`src/rtl/pe_stage_pkg.sv`:
```
// Shared definitions for the PE operand stager: tile FSM encoding and a
// constant-evaluable ceil(log2) helper used to size FIFO pointers.
package pe_stage_pkg;

    typedef enum logic [1:0] {
        ST_IDLE = 2'd0,
        ST_LOAD = 2'd1,
        ST_RUN  = 2'd2
    } tile_state_t;

    function automatic int clog2(input int value);
        int result;
        int v;
        result = 0;
        v = value - 1;
        while (v > 0) begin
            result = result + 1;
            v = v >> 1;
        end
        return result;
    endfunction

endpackage

```
`src/rtl/pe_stage_fifo.sv`:
```
// Single-channel first-word-fall-through FIFO holding {last, data}.
// The head entry is presented combinationally from registered storage and
// reads as zero while the FIFO is empty.
module pe_stage_fifo
    import pe_stage_pkg::*;
#(
    parameter int DATA_W = 13,
    parameter int DEPTH  = 4
) (
    input  logic              clock,
    input  logic              reset,
    input  logic              wr_valid,
    input  logic [DATA_W-1:0] wr_data,
    input  logic              wr_last,
    input  logic              rd_en,
    output logic [DATA_W-1:0] rd_data,
    output logic              rd_last,
    output logic              full,
    output logic              empty
);

    localparam int          AW        = clog2(DEPTH);
    localparam logic [AW:0] DEPTH_CNT = (AW + 1)'(DEPTH);

    logic [DATA_W:0]   mem [DEPTH];
    logic [AW-1:0]     wr_ptr;
    logic [AW-1:0]     rd_ptr;
    logic [AW:0]       count;
    logic              do_wr;
    logic              do_rd;

    // Full refuses writes even when the head is leaving this cycle.
    assign full  = (count == DEPTH_CNT);
    assign empty = (count == '0);
    assign do_wr = wr_valid & ~full;
    assign do_rd = rd_en & ~empty;

    assign {rd_last, rd_data} = empty ? '0 : mem[rd_ptr];

    // Pointer and occupancy tracking; pointers wrap at the power-of-two depth.
    always_ff @(posedge clock) begin
        if (reset) begin
            wr_ptr <= '0;
            rd_ptr <= '0;
            count  <= '0;
        end else begin
            if (do_wr) wr_ptr <= wr_ptr + 1'b1;
            if (do_rd) rd_ptr <= rd_ptr + 1'b1;
            case ({do_wr, do_rd})
                2'b10:   count <= count + 1'b1;
                2'b01:   count <= count - 1'b1;
                default: count <= count;
            endcase
        end
    end

    // Payload storage; contents are don't-care until written.
    always_ff @(posedge clock) begin
        if (do_wr) mem[wr_ptr] <= {wr_last, wr_data};
    end

endmodule

```
`src/rtl/pe_operand_stager.sv`:
```
// PE operand front-end: NUM_CH FWFT operand FIFOs, sticky per-channel
// write-fin flags split into per-tile and reusable groups, and a tile FSM
// that issues the core load pulse and counts completed tiles.
//
// state   | meaning
// --------+-------------------------------------------------------------
// ST_IDLE | waiting for tile_start
// ST_LOAD | waiting for every channel's fin; then one load_en pulse
// ST_RUN  | core computing; core_cal_fin gives tile_done and counts a tile
module pe_operand_stager
    import pe_stage_pkg::*;
#(
    parameter int                NUM_CH     = 4,
    parameter int                DATA_W     = 13,
    parameter int                FIFO_DEPTH = 4,
    parameter logic [NUM_CH-1:0] REUSE_MASK = 4'b1100,
    parameter int                TILE_CNT_W = 16
) (
    input  logic                       clock,
    input  logic                       reset,
    input  logic [NUM_CH-1:0]          in_valid,
    output logic [NUM_CH-1:0]          in_ready,
    input  logic [NUM_CH*DATA_W-1:0]   in_data,
    input  logic [NUM_CH-1:0]          in_last,
    output logic [NUM_CH-1:0]          core_valid,
    input  logic [NUM_CH-1:0]          core_ready,
    output logic [NUM_CH*DATA_W-1:0]   core_data,
    output logic [NUM_CH-1:0]          write_fin,
    output logic                       all_write_fin,
    input  logic                       tile_clear,
    input  logic                       reuse_clear,
    input  logic                       tile_start,
    output logic                       load_en,
    input  logic                       core_cal_fin,
    output logic                       tile_done,
    output logic                       busy,
    output logic [TILE_CNT_W-1:0]      tile_count
);

    logic [NUM_CH-1:0] full;
    logic [NUM_CH-1:0] empty;
    logic [NUM_CH-1:0] head_last;
    logic [NUM_CH-1:0] deq;
    logic [NUM_CH-1:0] fin_set;
    logic [NUM_CH-1:0] fin_clr;

    tile_state_t state;
    tile_state_t state_nxt;
    logic        load_nxt;
    logic        done_nxt;

    for (genvar gi = 0; gi < NUM_CH; gi++) begin : g_ch
        pe_stage_fifo #(
            .DATA_W (DATA_W),
            .DEPTH  (FIFO_DEPTH)
        ) u_fifo (
            .clock    (clock),
            .reset    (reset),
            .wr_valid (in_valid[gi]),
            .wr_data  (in_data[gi*DATA_W +: DATA_W]),
            .wr_last  (in_last[gi]),
            .rd_en    (deq[gi]),
            .rd_data  (core_data[gi*DATA_W +: DATA_W]),
            .rd_last  (head_last[gi]),
            .full     (full[gi]),
            .empty    (empty[gi])
        );
    end

    // A finished channel hides its FIFO so next-tile words can queue up unseen.
    assign in_ready      = ~full;
    assign core_valid    = ~empty & ~write_fin;
    assign deq           = core_valid & core_ready;
    assign all_write_fin = &write_fin;
    assign busy          = (state != ST_IDLE);

    // Fin set/clear terms; the reusable group only clears once every channel is done.
    always_comb begin
        fin_set = deq & head_last;
        fin_clr = ({NUM_CH{tile_clear}} & ~REUSE_MASK)
                | ({NUM_CH{reuse_clear & all_write_fin}} & REUSE_MASK);
    end

    // Sticky fin flags: clear wins over a coincident set.
    always_ff @(posedge clock) begin
        if (reset) write_fin <= '0;
        else       write_fin <= (write_fin | fin_set) & ~fin_clr;
    end

    // Tile FSM next state and pulse requests.
    always_comb begin
        state_nxt = state;
        load_nxt  = 1'b0;
        done_nxt  = 1'b0;
        case (state)
            ST_IDLE: if (tile_start) state_nxt = ST_LOAD;
            ST_LOAD: if (all_write_fin) begin
                state_nxt = ST_RUN;
                load_nxt  = 1'b1;
            end
            ST_RUN: if (core_cal_fin) begin
                state_nxt = ST_IDLE;
                done_nxt  = 1'b1;
            end
            default: state_nxt = ST_IDLE;
        endcase
    end

    // FSM state, registered pulses and the wrapping tile counter.
    always_ff @(posedge clock) begin
        if (reset) begin
            state      <= ST_IDLE;
            load_en    <= 1'b0;
            tile_done  <= 1'b0;
            tile_count <= '0;
        end else begin
            state     <= state_nxt;
            load_en   <= load_nxt;
            tile_done <= done_nxt;
            if (done_nxt) tile_count <= tile_count + 1'b1;
        end
    end

endmodule

```
`config.mk`:
```
export PLATFORM = sky130hd
export DESIGN_NAME = pe_operand_stager
export DESIGN_NICKNAME = d
export VERILOG_FILES = /design/src/rtl/pe_stage_pkg.sv /design/src/rtl/pe_stage_fifo.sv /design/src/rtl/pe_operand_stager.sv
export SDC_FILE = /design/constraint.sdc
export NUM_CORES = 1
export LEC_CHECK = 0
export ABC_CLOCK_PERIOD_IN_PS = 2400
export CAP_MARGIN = 20
export CORE_AREA = 2 2 154 156
export CTS_CLUSTER_DIAMETER = 40
export DETAILED_ROUTE_END_ITERATION = 7
export DIE_AREA = 0 0 156 158
export HOLD_SLACK_MARGIN = 0.02
export PLACE_DENSITY_LB_ADDON = 0.05
export REMOVE_ABC_BUFFERS = 1
export SETUP_SLACK_MARGIN = 0.2
export SYNTH_ARGS = -nofsm -noshare
export SYNTH_HDL_FRONTEND = slang
export SYNTH_SLANG_ARGS = --single-unit
export TNS_END_PERCENT = 1
```
`constraint.sdc`:
```
create_clock -name clock -period 2.4 [get_ports clock]
set_input_delay 0.72 -clock clock [delete_from_list [all_inputs] [get_ports clock]]
set_output_delay 0.72 -clock clock [all_outputs]
set_load 0.02 [all_outputs]
```
**Run 1: M1 wires**

Cells faint in the background.
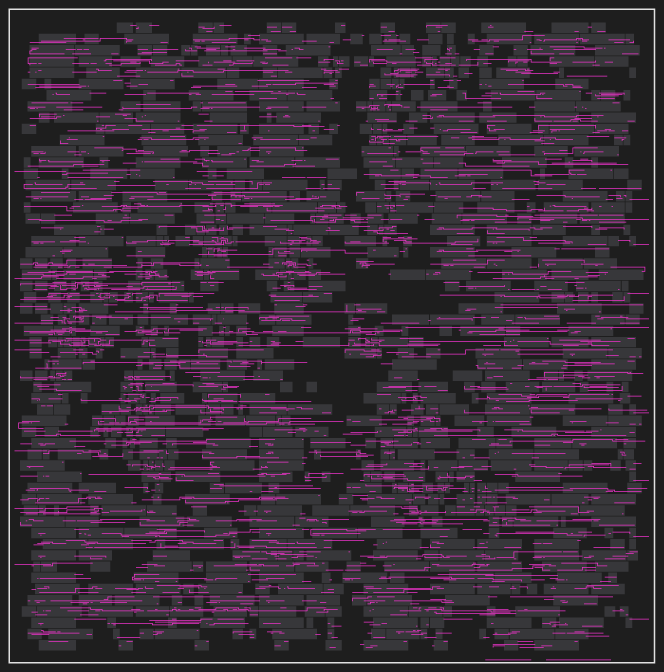
main direction = horizontal
nets with wire on the layer = 930
longest straight run = 58.9 um
wire length on this layer = 9700 um
share of all routed wire = 42%
met1 usage: 25.1%
Routed WL: 23.1 mm
Vias: 6506

**Run 1: the metal 2 layer**

Scale bar: 50 um.
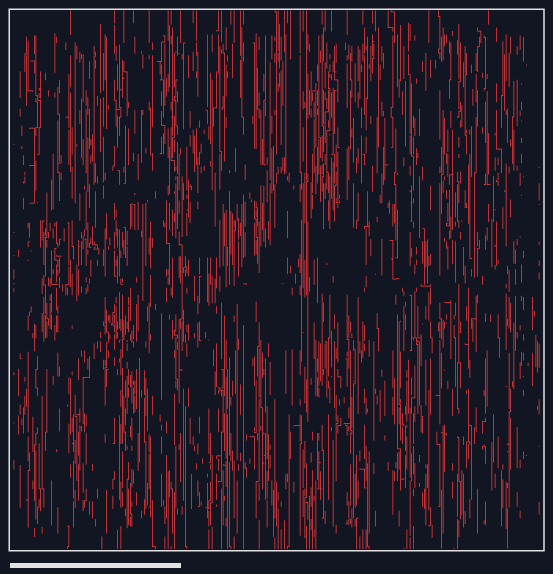
main direction = vertical
wire length on this layer = 11700 um
share of all routed wire = 51%
nets with wire on the layer = 905
GR Layer Usage met2: 33.2%

==> results.py, run 1 <==
# Metrics from the implementation run
metrics = {
    "power_and_ir_drop": {
        "sw_frac_of_total_pct": 28.9,
        "finalPower_w": 0.0177,
        "vdd_drop_max_mv": 0.644,
        "intPower_w": 0.0126,
        "power_density_nw_per_um2": 1160,
        "p_leak_nw": 5.68,
        "seq-power_w": 0.00628,
        "pg_comb_w": 0.00557,
        "power_leader": "registers",
        "powerClk_w": 0.00582,
        "clockPowerShare_pct": 32.9,
        "switchingPower_w": 0.00510,
    },
    "sta": {
        "worst_hold_slack_ns": 0.495,
        "hold_viol": 0,
        "setup_ws_ns": -0.216,
        "post-route-min-period_ns": 2.62,
        "skew_ns": 0.0172,
        "slew_viol_final": 0,
        "slew_headroom_pct": 52.7,
        "setup-violations-final": 52,
        "finalCritPeriodShare_pct": 109,
    },
    "synth": {
        "simple_gate_share_pct": 9.64,
        "avgSynthCellArea_sq_um": 16.9,
        "synth.area.mux_share_pct": 11.4,
        "synth.cells.most_frequent": "edfxtp_1 (224), dfxtp_1 (60), mux4_2 (56), nor2_1 (49), nor2b_1 (49)",
        "ys_cells": 669,
        "ys_sh_adder_pct": 3.03,
        "synth_area_leader_cell": "edfxtp_1",
        "aoi_share_pct": 1.56,
        "synth-edff-count": 224,
        "top_area_share_pct": 59.5,
        "synth_sequential_area_ratio_pct": 70.1,
        "ys_area_sq_um": 11300,
        "async_reset_ff_share_pct": 0,
        "synth_flops": 284,
        "synth.area.top_cells": "edfxtp_1 (60%), mux4_2 (11%), dfxtp_1 (11%), nor2b_1 (2.7%), ha_1 (2.3%)",
        "yosysWarnings": 0,
        "syn_area_sq_um": 11300,
    },
    "floorplan": {
        "row_count": 56,
        "fp-utilization_pct": 49.0,
        "die-area_sq_um": 24600,
        "dieHeight_um": 158,
        "die_w_um": 156,
        "core_sq_um": 23100,
        "tap-cell-count": 290,
    },
    "worst_setup_path": {
        "worst-path-max-fanout": 7,
        "critical_path_depth": 5,
        "cp-endpoint": "core_data[5]",
        "crit_chain": "buf_12 -> buf_16 -> mux4_2 -> nor2b_1 -> buf_4",
        "worst-path-buf-inv": 3,
        "path_delay_family": "multiplexers",
        "worstSetupStartpointType": "register",
        "r2r_cells": 9,
        "critPathSlowestCell": "mux4_2",
        "cp.required_ns": 1.68,
        "r2r_start": "g_ch[2].u_fifo.count[0]",
        "r2r-end": "g_ch[2].u_fifo.count[2]",
        "reg2reg_slack_ns": 0.02,
        "crit_arrival_ns": 1.90,
    },
    "finish": {
        "area_delta_synth_final_pct": 35.0,
        "seq_share_pct": 52.3,
        "reg.largest.list": "g_ch.u_fifo.mem: 224 flops, tile_count: 16 flops, g_ch.u_fifo.count: 12 flops",
        "n_all_inverters": 30,
        "nonClkBufAreaFrac_pct": 14.2,
        "layout-drive-gt1-share_pct": 33.3,
        "largest-register": "g_ch.u_fifo.mem",
        "n_clock_buffer": 45,
        "logic_area_sq_um": 3290,
        "layout_top_cells": "edfxtp_1 (224), buf_4 (77), clkdlybuf4s50_1 (68)",
        "nNetsFinal": 1018,
        "buffers": 236,
        "layout.cells.non_filler": 1243,
        "largest_register_ffs": 224,
        "num_antenna_cells": 0,
    },
    "clock_network": {
        "clk_pin_slew_ns": 0.06,
        "cts_hold_buffers": 0,
        "cts_tree": "built",
        "clk_path_buf_depth": 3,
        "ctsHtreeMaxLevel": 2,
        "cts-resized-gates": 308,
        "root_buffer": "clkbuf_16",
    },
    "drt": {
        "drc": 0,
        "routed-wl-met2_mm": 11.7,
        "viasPerCell": 5.23,
        "drt_iter0_markers": 303,
        "highest_layer": "met4",
        "antenna_left": 0,
        "wl_met3_mm": 1.34,
        "first_pass_iters": 4,
    },
    "job": {
        "tool_warnings": 39,
        "cap_viol_max_count": 0,
    },
    "grt": {
        "grt_pass1_vias": 6890,
        "grt_util_all_layers_pct": 19.5,
        "antenna_found_initial": 0,
        "grt_pass1_wl_mm": 36.8,
        "busiest_layer": "met2",
        "grt_overflow_total": 0,
    },
    "placement": {
        "portBuffers": 153,
        "pre_cts_slack_ns": -0.549,
        "gp_congestion": 0.785,
        "place_area_sq_um": 13800,
        "dp.cells": 1159,
    },
    "worst_hold_path": {
        "hp-start": "g_ch[1].u_fifo.wr_ptr[1]",
    },
    "run_status": {
        "status": "finished, violations left",
        "violations": "setup timing",
    },
}
**Run 1: signal wires on met3**

Scale bar: 50 um.
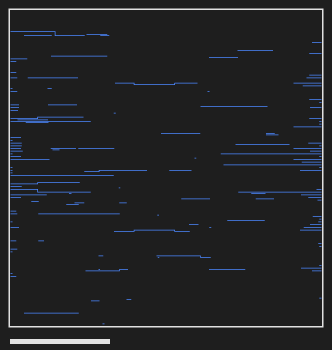
wire length on this layer = 1340 um
main direction = horizontal
nets with wire on the layer = 102
share of all routed wire = 5.8%
met3 usage in global routing: 4.60%

**Run 1: clock routing**

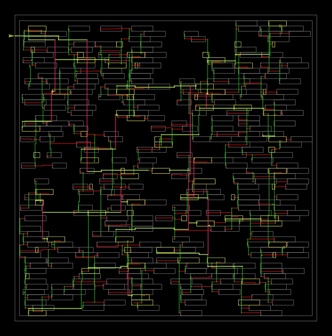
seq_cells: 284
TritonCTS Buffers: 39
Clock Sinks: 284
clock latency on the worst-skew pair: 0.52 ns

--- run 2 (diff from run 1) ---
--- a/config.mk
+++ b/config.mk
@@ -11,7 +11,7 @@
 export CTS_CLUSTER_DIAMETER = 40
 export DETAILED_ROUTE_END_ITERATION = 7
 export DIE_AREA = 0 0 156 158
-export HOLD_SLACK_MARGIN = 0.02
+export HOLD_SLACK_MARGIN = 0.15
 export PLACE_DENSITY_LB_ADDON = 0.05
 export REMOVE_ABC_BUFFERS = 1
 export SETUP_SLACK_MARGIN = 0.2
**Run 2: M1 wires**

Cells faint in the background.
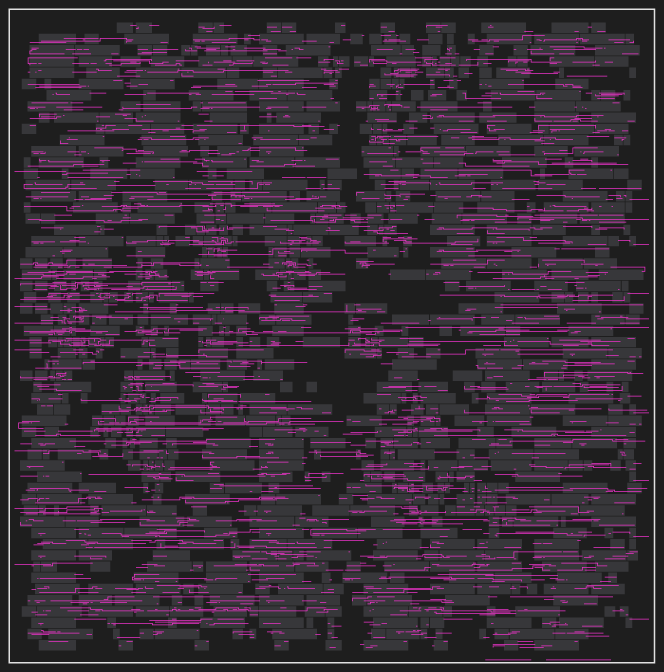
main direction = horizontal
share of all routed wire = 42%
wire length on this layer = 9700 um
nets with wire on the layer = 930

**Run 2: the metal 2 layer**

Scale bar: 50 um.
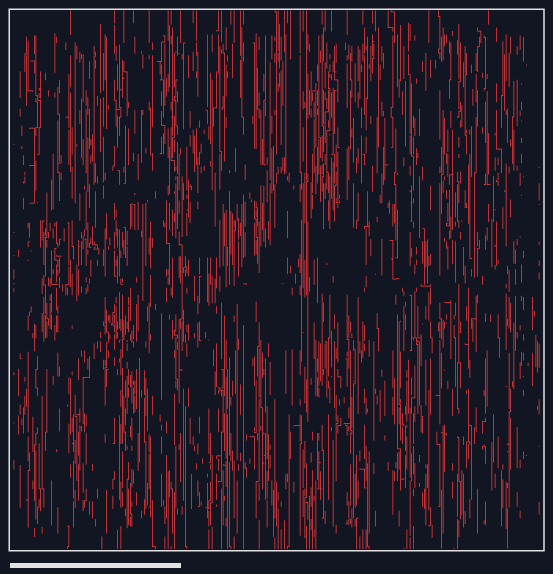
longest straight run = 65.5 um
wire length on this layer = 11700 um
share of all routed wire = 51%
nets with wire on the layer = 905

**Run 2: signal wires on met3**

Scale bar: 50 um.
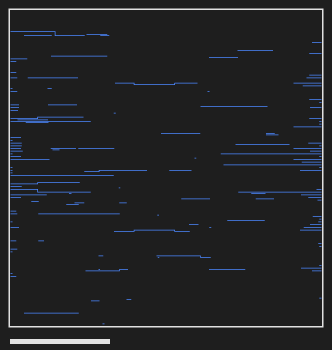
share of all routed wire = 5.8%
wire length on this layer = 1340 um
main direction = horizontal

==> run 2 against run 1 <==
Against the previous run:
- setup slack is the same
- synthesized area is the same
- highest routed layer unchanged
- via count is the same
- the flow still finishes with violations (setup timing)
- die area is the same
==> results.py, run 2 <==
# Metrics from the implementation run
metrics = {
    "synth": {
        "syn_area_sq_um": 11300,
        "top_area_share_pct": 59.5,
        "ys_area_sq_um": 11300,
        "aoi_share_pct": 1.56,
        "synth.area.mux_share_pct": 11.4,
        "ys_cells": 669,
        "synth_sequential_area_ratio_pct": 70.1,
        "synth.area.top_cells": "edfxtp_1 (60%), mux4_2 (11%), dfxtp_1 (11%), nor2b_1 (2.7%), ha_1 (2.3%)",
        "simple_gate_share_pct": 9.64,
        "synth-edff-count": 224,
        "async_reset_ff_share_pct": 0,
        "yosysWarnings": 0,
        "synth.cells.most_frequent": "edfxtp_1 (224), dfxtp_1 (60), mux4_2 (56), nor2_1 (49), nor2b_1 (49)",
        "synth_flops": 284,
        "synth_area_leader_cell": "edfxtp_1",
        "avgSynthCellArea_sq_um": 16.9,
        "ys_sh_adder_pct": 3.03,
    },
    "sta": {
        "worst_hold_slack_ns": 0.495,
        "finalCritPeriodShare_pct": 109,
        "slew_viol_final": 0,
        "rsz0062_at_grt": "yes",
        "tns_ns": -8.31,
        "skew_ns": 0.0172,
        "hold_viol": 0,
        "setup-violations-final": 52,
        "post-route-min-period_ns": 2.62,
        "setup_ws_ns": -0.216,
    },
    "power_and_ir_drop": {
        "clockPowerShare_pct": 32.9,
        "sw_frac_of_total_pct": 28.9,
        "pg_comb_w": 0.00557,
        "intPower_w": 0.0126,
        "seq-power_w": 0.00628,
        "power_leader": "registers",
        "powerClk_w": 0.00582,
        "power_density_nw_per_um2": 1160,
        "finalPower_w": 0.0177,
        "vdd_drop_max_mv": 0.644,
        "p_leak_nw": 5.68,
    },
    "drt": {
        "first_pass_iters": 4,
        "drt_iter0_markers": 303,
        "highest_layer": "met4",
        "antenna_left": 0,
        "routed-wl-met2_mm": 11.7,
        "via_count": 6506,
        "viasPerCell": 5.23,
        "drc": 0,
        "wl_met3_mm": 1.34,
        "routed_wl_mm": 23.1,
    },
    "clock_network": {
        "root_buffer": "clkbuf_16",
        "cts_buffers": 39,
        "cts_tree": "built",
        "clk_path_buf_depth": 3,
        "cts.sinks": 284,
        "cts_hold_buffers": 0,
        "ctsHtreeMaxLevel": 2,
        "cts-resized-gates": 308,
        "clk_pin_slew_ns": 0.06,
    },
    "finish": {
        "logic_area_sq_um": 3290,
        "reg.largest.list": "g_ch.u_fifo.mem: 224 flops, tile_count: 16 flops, g_ch.u_fifo.count: 12 flops",
        "num_antenna_cells": 0,
        "nonClkBufAreaFrac_pct": 14.2,
        "buffers": 236,
        "n_all_inverters": 30,
        "nNetsFinal": 1018,
        "layout.cells.non_filler": 1243,
        "seq_share_pct": 52.3,
        "numSequentialCells": 284,
        "n_clock_buffer": 45,
        "layout_top_cells": "edfxtp_1 (224), buf_4 (77), clkdlybuf4s50_1 (68)",
        "largest_register_ffs": 224,
        "largest_cell_class": "sequential cells",
        "layout-drive-gt1-share_pct": 33.3,
        "final_core_util_pct": 66.2,
        "area_delta_synth_final_pct": 35.0,
        "largest-register": "g_ch.u_fifo.mem",
    },
    "placement": {
        "place_area_sq_um": 13800,
        "portBuffers": 153,
        "gp_congestion": 0.785,
        "pre_cts_slack_ns": -0.549,
        "dp.cells": 1159,
    },
    "floorplan": {
        "fp-utilization_pct": 49.0,
        "tap-cell-count": 290,
        "row_count": 56,
        "die_w_um": 156,
        "die-area_sq_um": 24600,
        "dieHeight_um": 158,
        "core_sq_um": 23100,
    },
    "worst_setup_path": {
        "worst-path-max-fanout": 7,
        "path_delay_family": "multiplexers",
        "r2r_start": "g_ch[2].u_fifo.count[0]",
        "crit_chain": "buf_12 -> buf_16 -> mux4_2 -> nor2b_1 -> buf_4",
        "crit_arrival_ns": 1.90,
        "cp.required_ns": 1.68,
        "critPathSlowestCell": "mux4_2",
        "critical_path_depth": 5,
        "reg2reg_slack_ns": 0.02,
        "worst-path-buf-inv": 3,
        "r2r_cells": 9,
        "worstSetupStartpointType": "register",
    },
    "job": {
        "tool_warnings": 39,
        "cap_viol_max_count": 0,
    },
    "grt": {
        "antenna_found_initial": 0,
        "grt_overflow_total": 0,
        "use_met3_pct": 4.60,
        "busiest_layer": "met2",
        "grt_use_met1_pct": 25.1,
        "grt_util_all_layers_pct": 19.5,
        "grt_pass1_wl_mm": 36.8,
        "grt_pass1_vias": 6890,
    },
    "worst_hold_path": {
        "hp-start": "g_ch[1].u_fifo.wr_ptr[1]",
    },
    "run_status": {
        "violations": "setup timing",
        "status": "finished, violations left",
    },
}
--- run 3 (diff from run 2) ---
--- a/config.mk
+++ b/config.mk
@@ -5,12 +5,12 @@
 export SDC_FILE = /design/constraint.sdc
 export NUM_CORES = 1
 export LEC_CHECK = 0
-export ABC_CLOCK_PERIOD_IN_PS = 2400
+export ABC_CLOCK_PERIOD_IN_PS = 2200
 export CAP_MARGIN = 20
-export CORE_AREA = 2 2 154 156
+export CORE_AREA = 2 2 155 157
 export CTS_CLUSTER_DIAMETER = 40
 export DETAILED_ROUTE_END_ITERATION = 7
-export DIE_AREA = 0 0 156 158
+export DIE_AREA = 0 0 157 159
 export HOLD_SLACK_MARGIN = 0.15
 export PLACE_DENSITY_LB_ADDON = 0.05
 export REMOVE_ABC_BUFFERS = 1
==> constraint.sdc (replaced) <==
create_clock -name clock -period 2.2 [get_ports clock]
set_input_delay 0.66 -clock clock [delete_from_list [all_inputs] [get_ports clock]]
set_output_delay 0.66 -clock clock [all_outputs]
set_load 0.02 [all_outputs]
**Run 3: clock routing**

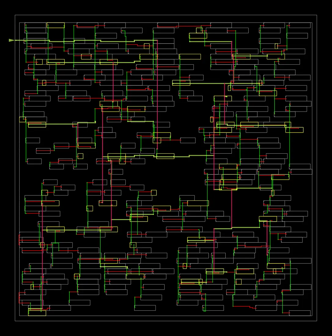
TritonCTS Buffers: 38
clock network power: 0.00598 W
clk_skew: 0.00972 ns
CLK BUF: 47

**Run 3: M1 wires**

Cells faint in the background.
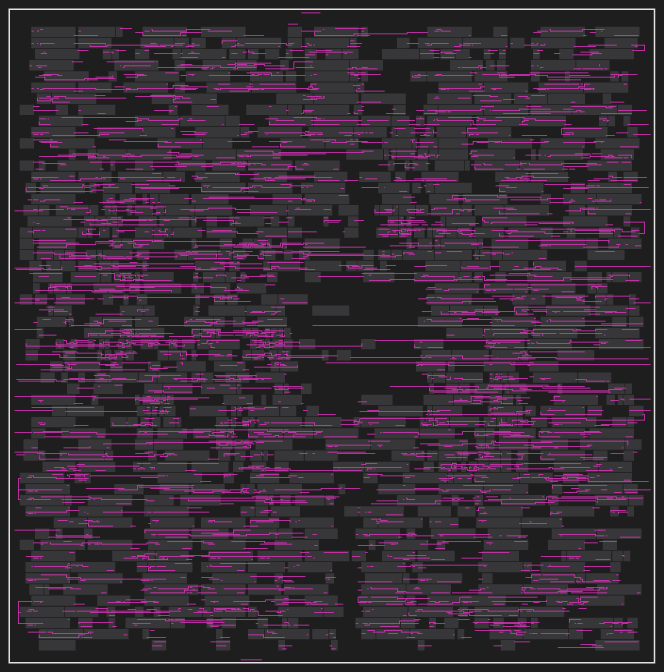
main direction = horizontal
share of all routed wire = 43%
longest straight run = 49.2 um
Vias: 6601
met1 usage: 25.8%
Routed WL: 23.8 mm

**Run 3: the metal 2 layer**

Scale bar: 50 um.
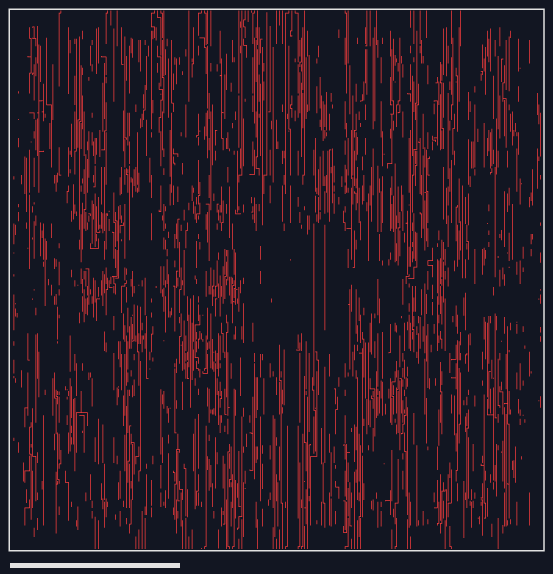
nets with wire on the layer = 928
share of all routed wire = 50%
longest straight run = 53.2 um
wire length on this layer = 12000 um
main direction = vertical
GR Layer Usage met2: 32.8%

==> run 3 against run 2 <==
Against the previous run:
- the run still ends with setup timing left
- largest cell class unchanged
- non-clock buffer count rose by 9
- global-route usage barely moved
- clock-buffer cell count rose by 2
- die area rose by 1.3%
- largest power group unchanged
- synthesized area did not move
- sequential cell count did not move
- final cell count rose by 3.0%
- first-iteration DRC count rose by 7.3%
- worst hold slack improved by 0.021 ns
- cell area rose by 1.5%
- combinational power rose by 15%
==> results.py, run 3 <==
# Metrics from the implementation run
metrics = {
    "run_status": {
        "status": "finished, violations left",
        "violations": "setup timing",
    },
    "synth": {
        "top_area_share_pct": 59.5,
        "synth_sequential_area_ratio_pct": 70.1,
        "synth_flops": 284,
        "synth-edff-count": 224,
        "aoi_share_pct": 1.56,
        "synth.area.top_cells": "edfxtp_1 (60%), mux4_2 (11%), dfxtp_1 (11%), nor2b_1 (2.7%), ha_1 (2.3%)",
        "synth_area_leader_cell": "edfxtp_1",
        "ys_area_sq_um": 11300,
        "ys_sh_adder_pct": 3.03,
        "yosysWarnings": 0,
        "simple_gate_share_pct": 9.64,
    },
    "floorplan": {
        "die-area_sq_um": 25000,
        "fp-utilization_pct": 48.7,
        "row_count": 56,
        "core_sq_um": 23200,
        "tap-cell-count": 319,
        "dieHeight_um": 159,
    },
    "placement": {
        "gp_congestion": 0.750,
        "place_area_sq_um": 14100,
        "pre_cts_slack_ns": -0.627,
        "portBuffers": 153,
    },
    "finish": {
        "nNetsFinal": 1026,
        "seq_share_pct": 51.5,
        "layout.cells.non_filler": 1280,
        "numSequentialCells": 284,
        "nonClkBufAreaFrac_pct": 15.8,
        "num_antenna_cells": 0,
        "layout-drive-gt1-share_pct": 34.7,
        "n_all_inverters": 30,
        "largest-register": "g_ch.u_fifo.mem",
        "largest_cell_class": "sequential cells",
        "largest_register_ffs": 224,
        "reg.largest.list": "g_ch.u_fifo.mem: 224 flops, tile_count: 16 flops, g_ch.u_fifo.count: 12 flops",
    },
    "power_and_ir_drop": {
        "vdd_drop_max_mv": 0.741,
        "seq-power_w": 0.00683,
        "finalPower_w": 0.0192,
        "sw_frac_of_total_pct": 29.3,
        "power_density_nw_per_um2": 1240,
        "pg_comb_w": 0.00638,
        "power_leader": "registers",
        "intPower_w": 0.0136,
    },
    "clock_network": {
        "cts_tree": "built",
        "root_buffer": "clkbuf_16",
        "cts_hold_buffers": 0,
        "clk_pin_slew_ns": 0.05,
        "cts.sinks": 284,
        "clk_path_buf_depth": 3,
    },
    "sta": {
        "finalCritPeriodShare_pct": 116,
        "post-route-min-period_ns": 2.56,
        "setup-violations-final": 59,
        "rsz0062_at_grt": "yes",
        "worst_hold_slack_ns": 0.516,
        "setup_ws_ns": -0.357,
        "slew_viol_final": 0,
        "tns_ns": -15.87,
    },
    "drt": {
        "highest_layer": "met4",
        "antenna_left": 0,
        "wl_met3_mm": 1.20,
    },
    "worst_setup_path": {
        "worst-path-max-fanout": 7,
        "crit_chain": "buf_12 -> buf_16 -> mux4_2 -> nor2b_1 -> buf_4",
        "critical_path_depth": 5,
        "r2r_cells": 9,
    },
    "grt": {
        "busiest_layer": "met2",
        "use_met3_pct": 3.84,
        "antenna_found_initial": 0,
        "grt_overflow_total": 0,
        "grt_pass1_vias": 7024,
    },
    "worst_hold_path": {
        "hp-start": "g_ch[0].u_fifo.wr_ptr[1]",
    },
    "job": {
        "tool_warnings": 39,
    },
}
Power and IR drop assume default switching activity.
